**src/rtl/execute_sys_reg_ctrl.sv**
```systemverilog
// execute_sys_reg_ctrl
//
// Sequencer around the combinational system-register datapath in the execute
// stage. It takes one instruction at a time from dispatch and registers its
// operands. It drives those operands into the datapath and captures the result.
// The result goes to writeback under a valid/lock handshake. IDT and PSR updates
// also pulse a one-cycle commit strobe and then hold a reload request to fetch
// until fetch acknowledges it.
//
// Ports
//   iCLOCK, inRESET           clock, asynchronous active-low reset
//   iEVENT_FLUSH              abort from exception logic (ignored once in RELOAD)
//   iPREVIOUS_*/oPREVIOUS_LOCK  dispatch side: instruction in, busy back
//   oSYSREG_*/iSYSREG_*       datapath side: latched operands out, result in
//   oIDT_SET_VALID, oPSR_SET_VALID, oSET_DATA   commit strobes and data
//   oNEXT_*/iNEXT_LOCK        writeback side
//   oBRANCH_REQ/ADDR, iBRANCH_ACK               pipeline reload to fetch
module execute_sys_reg_ctrl #(
  parameter logic [31:0] P_PC_INC = 32'h4
) (
  input  logic        iCLOCK,
  input  logic        inRESET,
  input  logic        iEVENT_FLUSH,
  input  logic        iPREVIOUS_VALID,
  output logic        oPREVIOUS_LOCK,
  input  logic [4:0]  iPREVIOUS_CMD,
  input  logic [31:0] iPREVIOUS_PC,
  input  logic [31:0] iPREVIOUS_SOURCE0,
  input  logic [31:0] iPREVIOUS_SOURCE1,
  input  logic [4:0]  iPREVIOUS_DESTINATION,
  input  logic        iPREVIOUS_WRITEBACK,
  output logic [4:0]  oSYSREG_CMD,
  output logic [31:0] oSYSREG_PC,
  output logic [31:0] oSYSREG_SOURCE0,
  output logic [31:0] oSYSREG_SOURCE1,
  input  logic [31:0] iSYSREG_OUT,
  input  logic        iSYSREG_IDT_VALID,
  input  logic        iSYSREG_PSR_VALID,
  input  logic [31:0] iSYSREG_RELOAD_ADDR,
  output logic        oIDT_SET_VALID,
  output logic        oPSR_SET_VALID,
  output logic [31:0] oSET_DATA,
  output logic        oNEXT_VALID,
  input  logic        iNEXT_LOCK,
  output logic [31:0] oNEXT_DATA,
  output logic [4:0]  oNEXT_DESTINATION,
  output logic        oNEXT_WRITEBACK,
  output logic        oBRANCH_REQ,
  output logic [31:0] oBRANCH_ADDR,
  input  logic        iBRANCH_ACK
);

  typedef enum logic [1:0] {
    IDLE   = 2'd0,
    EXEC   = 2'd1,
    WB     = 2'd2,
    RELOAD = 2'd3
  } state_t;

  state_t      state;
  state_t      state_next;

  logic [4:0]  cmd_q;
  logic [31:0] pc_q;
  logic [31:0] src0_q;
  logic [31:0] src1_q;
  logic [4:0]  dest_q;
  logic        wb_q;
  logic [31:0] result_q;
  logic [31:0] branch_addr_q;
  logic        idt_strobe_q;
  logic        psr_strobe_q;
  logic        reload_pending_q;

  logic        accept;
  logic        exec_commit;

  // Flush beats accept. A flushed EXEC commits nothing: no result, no strobe,
  // no reload.
  assign accept      = (state == IDLE) && iPREVIOUS_VALID && !iEVENT_FLUSH;
  assign exec_commit = (state == EXEC) && !iEVENT_FLUSH;

  // NOTE: always_ff state uses non-blocking assignments only, so every register
  // samples pre-edge values regardless of process evaluation order.
  always_ff @(posedge iCLOCK or negedge inRESET) begin
    if (!inRESET) begin
      state <= IDLE;
    end else begin
      state <= state_next;
    end
  end

  // NOTE: state_next gets its default before the case, so no path leaves it
  // unassigned and no latch is inferred.
  always_comb begin
    state_next = state;
    unique case (state)
      IDLE: begin
        if (accept) state_next = EXEC;
      end
      EXEC: begin
        state_next = iEVENT_FLUSH ? IDLE : WB;
      end
      WB: begin
        if (iEVENT_FLUSH)     state_next = IDLE;
        else if (!iNEXT_LOCK) state_next = reload_pending_q ? RELOAD : IDLE;
      end
      RELOAD: begin
        // The architectural update has already happened, so a flush cannot
        // cancel it. Only the fetch acknowledge ends the reload.
        if (iBRANCH_ACK) state_next = IDLE;
      end
      default: state_next = IDLE;
    endcase
  end

  always_ff @(posedge iCLOCK or negedge inRESET) begin
    if (!inRESET) begin
      cmd_q            <= '0;
      pc_q             <= '0;
      src0_q           <= '0;
      src1_q           <= '0;
      dest_q           <= '0;
      wb_q             <= 1'b0;
      result_q         <= '0;
      branch_addr_q    <= '0;
      idt_strobe_q     <= 1'b0;
      psr_strobe_q     <= 1'b0;
      reload_pending_q <= 1'b0;
    end else begin
      // The strobes are single-cycle. They fall on the edge after they rise.
      idt_strobe_q <= 1'b0;
      psr_strobe_q <= 1'b0;

      if (accept) begin
        cmd_q  <= iPREVIOUS_CMD;
        pc_q   <= iPREVIOUS_PC + P_PC_INC;
        src0_q <= iPREVIOUS_SOURCE0;
        src1_q <= iPREVIOUS_SOURCE1;
        dest_q <= iPREVIOUS_DESTINATION;
        wb_q   <= iPREVIOUS_WRITEBACK;
      end

      if (exec_commit) begin
        result_q         <= iSYSREG_OUT;
        branch_addr_q    <= iSYSREG_RELOAD_ADDR;
        idt_strobe_q     <= iSYSREG_IDT_VALID;
        psr_strobe_q     <= iSYSREG_PSR_VALID;
        // An illegal IDT+PSR combination still yields exactly one reload.
        reload_pending_q <= iSYSREG_IDT_VALID | iSYSREG_PSR_VALID;
      end

      if ((state == WB && iEVENT_FLUSH) || (state == RELOAD && iBRANCH_ACK)) begin
        reload_pending_q <= 1'b0;
      end
    end
  end

  assign oPREVIOUS_LOCK    = (state != IDLE);
  assign oSYSREG_CMD       = cmd_q;
  assign oSYSREG_PC        = pc_q;
  assign oSYSREG_SOURCE0   = src0_q;
  assign oSYSREG_SOURCE1   = src1_q;
  assign oIDT_SET_VALID    = idt_strobe_q;
  assign oPSR_SET_VALID    = psr_strobe_q;
  assign oSET_DATA         = result_q;
  assign oNEXT_VALID       = (state == WB);
  assign oNEXT_DATA        = result_q;
  assign oNEXT_DESTINATION = dest_q;
  assign oNEXT_WRITEBACK   = wb_q;
  assign oBRANCH_REQ       = (state == RELOAD);
  assign oBRANCH_ADDR      = branch_addr_q;

endmodule

```
**config.mk**
```make
export PLATFORM = sky130hd
export DESIGN_NAME = execute_sys_reg_ctrl
export DESIGN_NICKNAME = d
export VERILOG_FILES = /design/src/rtl/execute_sys_reg_ctrl.sv
export SDC_FILE = /design/constraint.sdc
export NUM_CORES = 1
export LEC_CHECK = 0
export ABC_CLOCK_PERIOD_IN_PS = 3400
export CAP_MARGIN = 10
export CORE_AREA = 3 3 148 150
export CTS_CLUSTER_DIAMETER = 60
export DETAILED_ROUTE_END_ITERATION = 16
export DIE_AREA = 0 0 151 153
export GPL_ROUTABILITY_DRIVEN = 1
export GPL_TIMING_DRIVEN = 0
export PLACE_DENSITY_LB_ADDON = 0.15
export SLEW_MARGIN = 0
export SYNTH_ARGS = -nofsm -noshare
export SYNTH_HDL_FRONTEND = slang
export SYNTH_SLANG_ARGS = --single-unit
```
**constraint.sdc**
```tcl
create_clock -name iCLOCK -period 3.4 [get_ports iCLOCK]
set_clock_uncertainty 0.2 [all_clocks]
set_input_delay 0.34 -clock iCLOCK [delete_from_list [all_inputs] [get_ports iCLOCK]]
set_output_delay 0.34 -clock iCLOCK [all_outputs]
set_load 0.005 [all_outputs]
```
==> results_tabular.tex, run 1 <==
% Yosys + OpenROAD metrics
\begin{tabular}{lr}
\hline
Metric & Value \\
\hline
\multicolumn{2}{l}{\textbf{Floorplan}} \\
\quad Well-tap cell count & 275 \\
\quad I/O pin count & 387 \\
\multicolumn{2}{l}{\textbf{Clock network}} \\
\quad Largest buffer count on any clock path & 2 \\
\quad Total number of H-tree levels & 4 \\
\quad Quantity of hold-fixing buffers added after cts & 1 \\
\multicolumn{2}{l}{\textbf{Critical path}} \\
\quad Launching element type of the critical path & input pin \\
\quad Crit Path Category & in -> reg \\
\quad FF-to-FF setup slack & 1230 ps \\
\quad Number of cells on the worst reg-to-reg path & 5 \\
\quad Library cell contributing the largest single delay on the critical path & sky130\_fd\_sc\_hd\_\_or4\_1 \\
\multicolumn{2}{l}{\textbf{Cells and area}} \\
\quad Number of sequential cells & 176 \\
\quad Sequential fraction of total cell area & 35.8\% \\
\quad Layout filler cell count & 1830 \\
\quad Total area of multi-input combinational cells & 0.00258 sq mm \\
\quad Share of layout cells above drive strength 1 & 13.6\% \\
\quad Signal buffers share of area & 35.5\% \\
\multicolumn{2}{l}{\textbf{Run status}} \\
\quad Result of the run & finished, final reports clean \\
\multicolumn{2}{l}{\textbf{Yosys}} \\
\quad Post-synthesis share of cell area spent on and-or and or-and gates & 3.94\% \\
\quad Basic Gates by Area & 19.3\% \\
\multicolumn{2}{l}{\textbf{Pwr}} \\
\quad Total Power Consumption & 10.3 mW \\
\quad Worst vdd ir & 0.000360 V \\
\multicolumn{2}{l}{\textbf{Global route}} \\
\quad Gr usage total & 20.9\% \\
\multicolumn{2}{l}{\textbf{Route}} \\
\quad Count of routing violations after the opening detailed-route iteration & 253 \\
\quad Routed wirelength normalized by instance count & 17.5 microns \\
\multicolumn{2}{l}{\textbf{Placed design}} \\
\quad Number of port buffers & 386 \\
\multicolumn{2}{l}{\textbf{Hold path}} \\
\quad Hold Path Depth & 3 \\
\quad Hold worst-path end & oSYSREG\_SOURCE1[3] \\
\hline
\end{tabular}
==> run 1: power by group through the flow <==
stage,Clock [mW],Combinational [mW],Sequential (mW)
2_1_floorplan,0,1.41,3.75
3_3_place_gp,0,4.65,3.67
3_5_place_dp,0,4.69,3.71
4_1_cts,2.03,4.70,3.68
5_1_grt,2.12,4.99,3.80
6_report,1.97,4.61,3.67
==> run 1: synth_stat cells (all sizes together), types with 2 or more instances <==
master / n / area, sq um
nand4: 12 / 120
a21oi: 2 / 10.0
and2: 5 / 31.3
nand2b: 2 / 12.5
or4: 6 / 45.0
mux2: 64 / 721
inv: 5 / 18.8
dfrtp: 176 / 4400
xor2: 11 / 96.3
xnor2: 2 / 17.5
o21ai: 24 / 120
o31a: 2 / 17.5
o31ai: 5 / 37.5
clkbuf: 22 / 126
a31oi: 14 / 87.6
nand2: 256 / 961
nand3: 10 / 50.1
nor2: 19 / 71.3
and3: 5 / 32.5
or3: 8 / 50.1
and4: 5 / 47.6
buf: 48 / 337
==> run 1: how the worst max path moves through the flow <==
stage | slack (ps) | end
floorplan | 1480 | oSYSREG_PC[26]
global placement | -5900 | oSYSREG_PC[6]
detailed placement | 720 | oNEXT_DATA[14]
CTS | 1170 | oNEXT_DATA[14]
global route | 1030 | oSYSREG_SOURCE0[31]
finish | 1160 | oSYSREG_PC[26]
==> run 1: flip-flops by register name, summed over array words and instances (netlist names) <==
signal	count
oBRANCH_ADDR	32
oIDT_SET_VALID	1
oNEXT_DATA	32
oNEXT_DESTINATION	5
oNEXT_WRITEBACK	1
oPSR_SET_VALID	1
oSYSREG_CMD	5
oSYSREG_PC	32
oSYSREG_SOURCE0	32
oSYSREG_SOURCE1	32
reload_pending_q	1
state	2
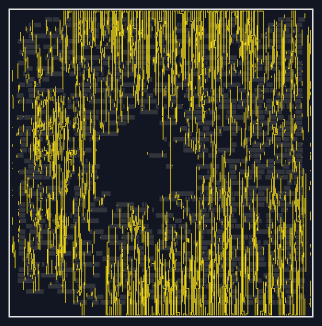
**Above:** run 1 (M2 wires).
(2 px per micron)
The longest straight run is 75.8 microns. 1075 nets have wire on it. The wires run mostly vertical. The layer holds 51% of the routed length. The layer carries 12600 microns of wire.
via count: 6352
post-detailed-routing wire length: 24600 microns

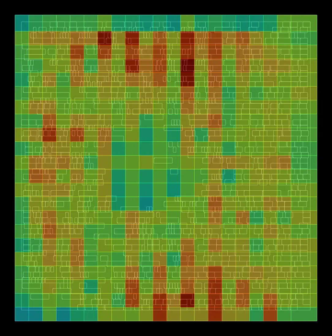
**Above:** run 1 (routing congestion map).
final core utilization: 59.2%
fraction of met3 tracks used by global routing: 7.83%
met1 track demand over resource in global routing: 23.3%
most crowded layer after global routing: met2

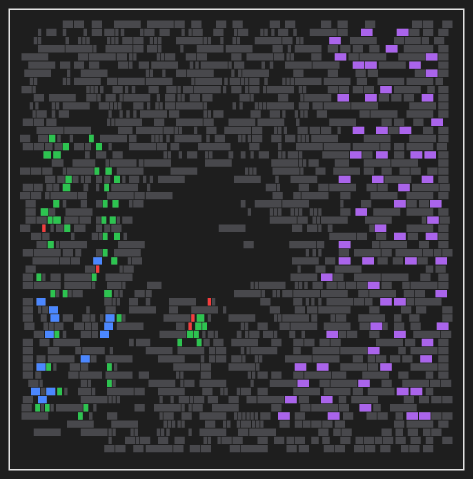
**Above:** run 1 (logic cells by family).
(3 px per micron)
Green marks inverting AOI/OAI gates, cells 48. Purple marks multiplexers, cells 64, where a column on the right. Red marks inverters, cells 5. Blue marks XOR/XNOR gates, cells 13.
share of cell area taken by multi-input logic gates: 21.0%
Final Instance Count excl. Fillers: 1405
Commonest Layout Cell: sky130_fd_sc_hd__clkdlybuf4s50_1

--- run 2 (diff from run 1) ---
ABC_CLOCK_PERIOD_IN_PS = 2200   (was 3400)
CORE_AREA = 3 3 149 151   (was 3 3 148 150)
DIE_AREA = 0 0 152 154   (was 0 0 151 153)
clock period = 2.2 ns   (was 3.4 ns; I/O delays follow)
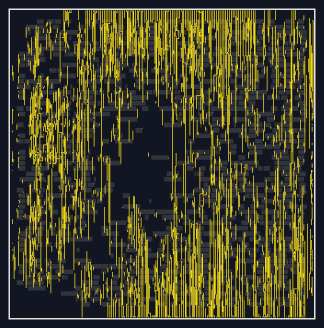
**Above:** run 2 (M2 wires).
(2 px per micron)
The longest straight run is 67.3 microns. The wires run mostly vertical. 1074 nets have wire on it. The layer carries 12700 microns of wire.
post-detailed-routing wire length: 24900 microns
met2 track demand over resource: 36.6%

==> run 2 against run 1 <==
Effect of this change: core utilization fell by 0.50 points; critical endpoint is now oNEXT_VALID; clock-buffer cell count is 2 lower; clock power rose by 51%; total power increased by 54%; register-to-register slack got worse by 1100 ps; sequential share of layout area increased by 0.077 points; flip-flop count stayed put; critical path type is now reg -> out.
==> results_tabular.tex, run 2 <==
% Yosys + OpenROAD metrics
\begin{tabular}{lr}
\hline
Metric & Value \\
\hline
\multicolumn{2}{l}{\textbf{Yosys}} \\
\quad Leading cell type by number of instances after synthesis & sky130\_fd\_sc\_hd\_\_nand2\_1 \\
\quad Most frequent cells after synthesis & sky130\_fd\_sc\_hd\_\_nand2\_1, sky130\_fd\_sc\_hd\_\_dfrtp\_1, sky130\_fd\_sc\_hd\_\_mux2\_2, sky130\_fd\_sc\_hd\_\_buf\_4, sky130\_fd\_sc\_hd\_\_o21ai\_0 \\
\quad Biggest area contributors in the synthesized netlist & sky130\_fd\_sc\_hd\_\_dfrtp\_1, sky130\_fd\_sc\_hd\_\_nand2\_1, sky130\_fd\_sc\_hd\_\_mux2\_2 \\
\quad YS warnings & 0 \\
\quad Cell taking the most area after synthesis & sky130\_fd\_sc\_hd\_\_dfrtp\_1 \\
\quad Max-area cell share & 59.0\% (unchanged) \\
\multicolumn{2}{l}{\textbf{Cells and area}} \\
\quad Commonest Layout Cell & sky130\_fd\_sc\_hd\_\_clkdlybuf4s50\_1 \\
\quad Layout filler cell count & 1870 (+2.2\%) \\
\quad Share of layout cells above drive strength 1 & 14.0\% (+0.35 points) \\
\multicolumn{2}{l}{\textbf{Pwr}} \\
\quad Leading power group & combinational cells \\
\quad Worst vdd ir & 0.000554 V (+54\%) \\
\quad Reported sequential group power & 5.66 mW (+54\%) \\
\quad Power attributed to the clock group & 2.97 mW (+51\%) \\
\multicolumn{2}{l}{\textbf{Critical path}} \\
\quad Launching element type of the critical path & flip-flop \\
\quad Crit Path Category & reg -> out \\
\multicolumn{2}{l}{\textbf{Run status}} \\
\quad Result of the run & finished, final reports clean \\
\multicolumn{2}{l}{\textbf{Floorplan}} \\
\quad I/O pin count & 387 (unchanged) \\
\multicolumn{2}{l}{\textbf{Route}} \\
\quad Via count & 6373 (+0.33\%) \\
\quad Count of routing violations after the opening detailed-route iteration & 311 (+23\%) \\
\quad Number of vias per cell after detailed routing & 4.54 \\
\multicolumn{2}{l}{\textbf{Clock network}} \\
\quad TritonCTS clock tree & yes \\
\quad Total number of H-tree levels & 4 (unchanged) \\
\multicolumn{2}{l}{\textbf{Final timing}} \\
\quad Max-Slew Margin vs Limit & 58.8\% \\
\multicolumn{2}{l}{\textbf{Placed design}} \\
\quad Number of port buffers & 386 (unchanged) \\
\hline
\end{tabular}
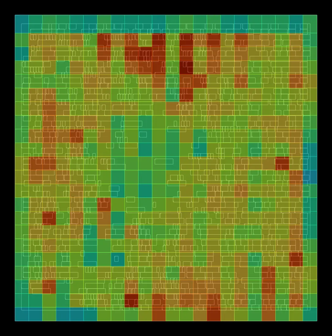
**Above:** run 2 (routing congestion map).
routed wirelength normalized by instance count: 17.7 microns
met1 track demand over resource in global routing: 24.2%
fraction of met3 tracks used by global routing: 8.87%
final core utilization: 58.7%
gr usage total: 21.1%

## run 2: through the flow
| step | cells | setup TNS, ps | total power [mW] | utilization, % | hold WS, ps |
|---|---|---|---|---|---|
| 2_1_floorplan | 710 | 0 | 7.97 | - | -276 |
| 3_5_place_dp | 1372 | -34960 | 13.0 | 55.9 | 48.9 |
| 4_1_cts | 1405 | 0 | 16.0 | 58.7 | 87.7 |
| 6_report | 1404 | 0 | 15.8 | 58.7 | 114 |
| 3_3_place_gp | 1371 | -1262430 | 12.9 | 55.7 | 257 |
| 5_1_grt | 1404 | 0 | 16.8 | 58.7 | 105 |
## run 2: timing repair
item / 4_1_cts / 5_1_grt
hold buffers: 1 / 0
setup endpoints to repair: 9 / 6
endpoints found under the hold margin: 77 / 0
resized: 2 / 2
## run 2: worst max-delay path, stage by stage, from the launching register on
cell and delay, ps:
sky130_fd_sc_hd__dfrtp_1 440, sky130_fd_sc_hd__inv_1 150, sky130_fd_sc_hd__nor2_1 140, sky130_fd_sc_hd__clkdlybuf4s50_1 530
## run 2: final timing paths
check,start,endpoint,slack [ps],cells past startpoint
max in group asynchronous,inRESET,state[0],720,3
worst min register to register,oSYSREG_SOURCE1[6],oSYSREG_SOURCE1[6],270,2
min in group asynchronous,inRESET,oBRANCH_ADDR[25],160,2
worst max-delay path,state[1],oNEXT_VALID,100,3
worst max register to register,state[0],oSYSREG_SOURCE1[18],140,7
worst min-delay path,iPREVIOUS_CMD[1],oSYSREG_CMD[1],110,3
## run 2: cell type report
cell class	count	area [sq um]	share of cell area (%)
Buffer	69	462	3.76
Clock buffer	19	443	3.60
Clock inverter	13	129	1.05
Inverter	5	18.8	0.153
Multi-Input combinational cell	459	2580	21.0
Sequential cell	176	4400	35.8
Tap cell	275	344	2.80
Timing Repair Buffer	388	3910	31.8
Power is estimated from default activity; no workload was simulated.
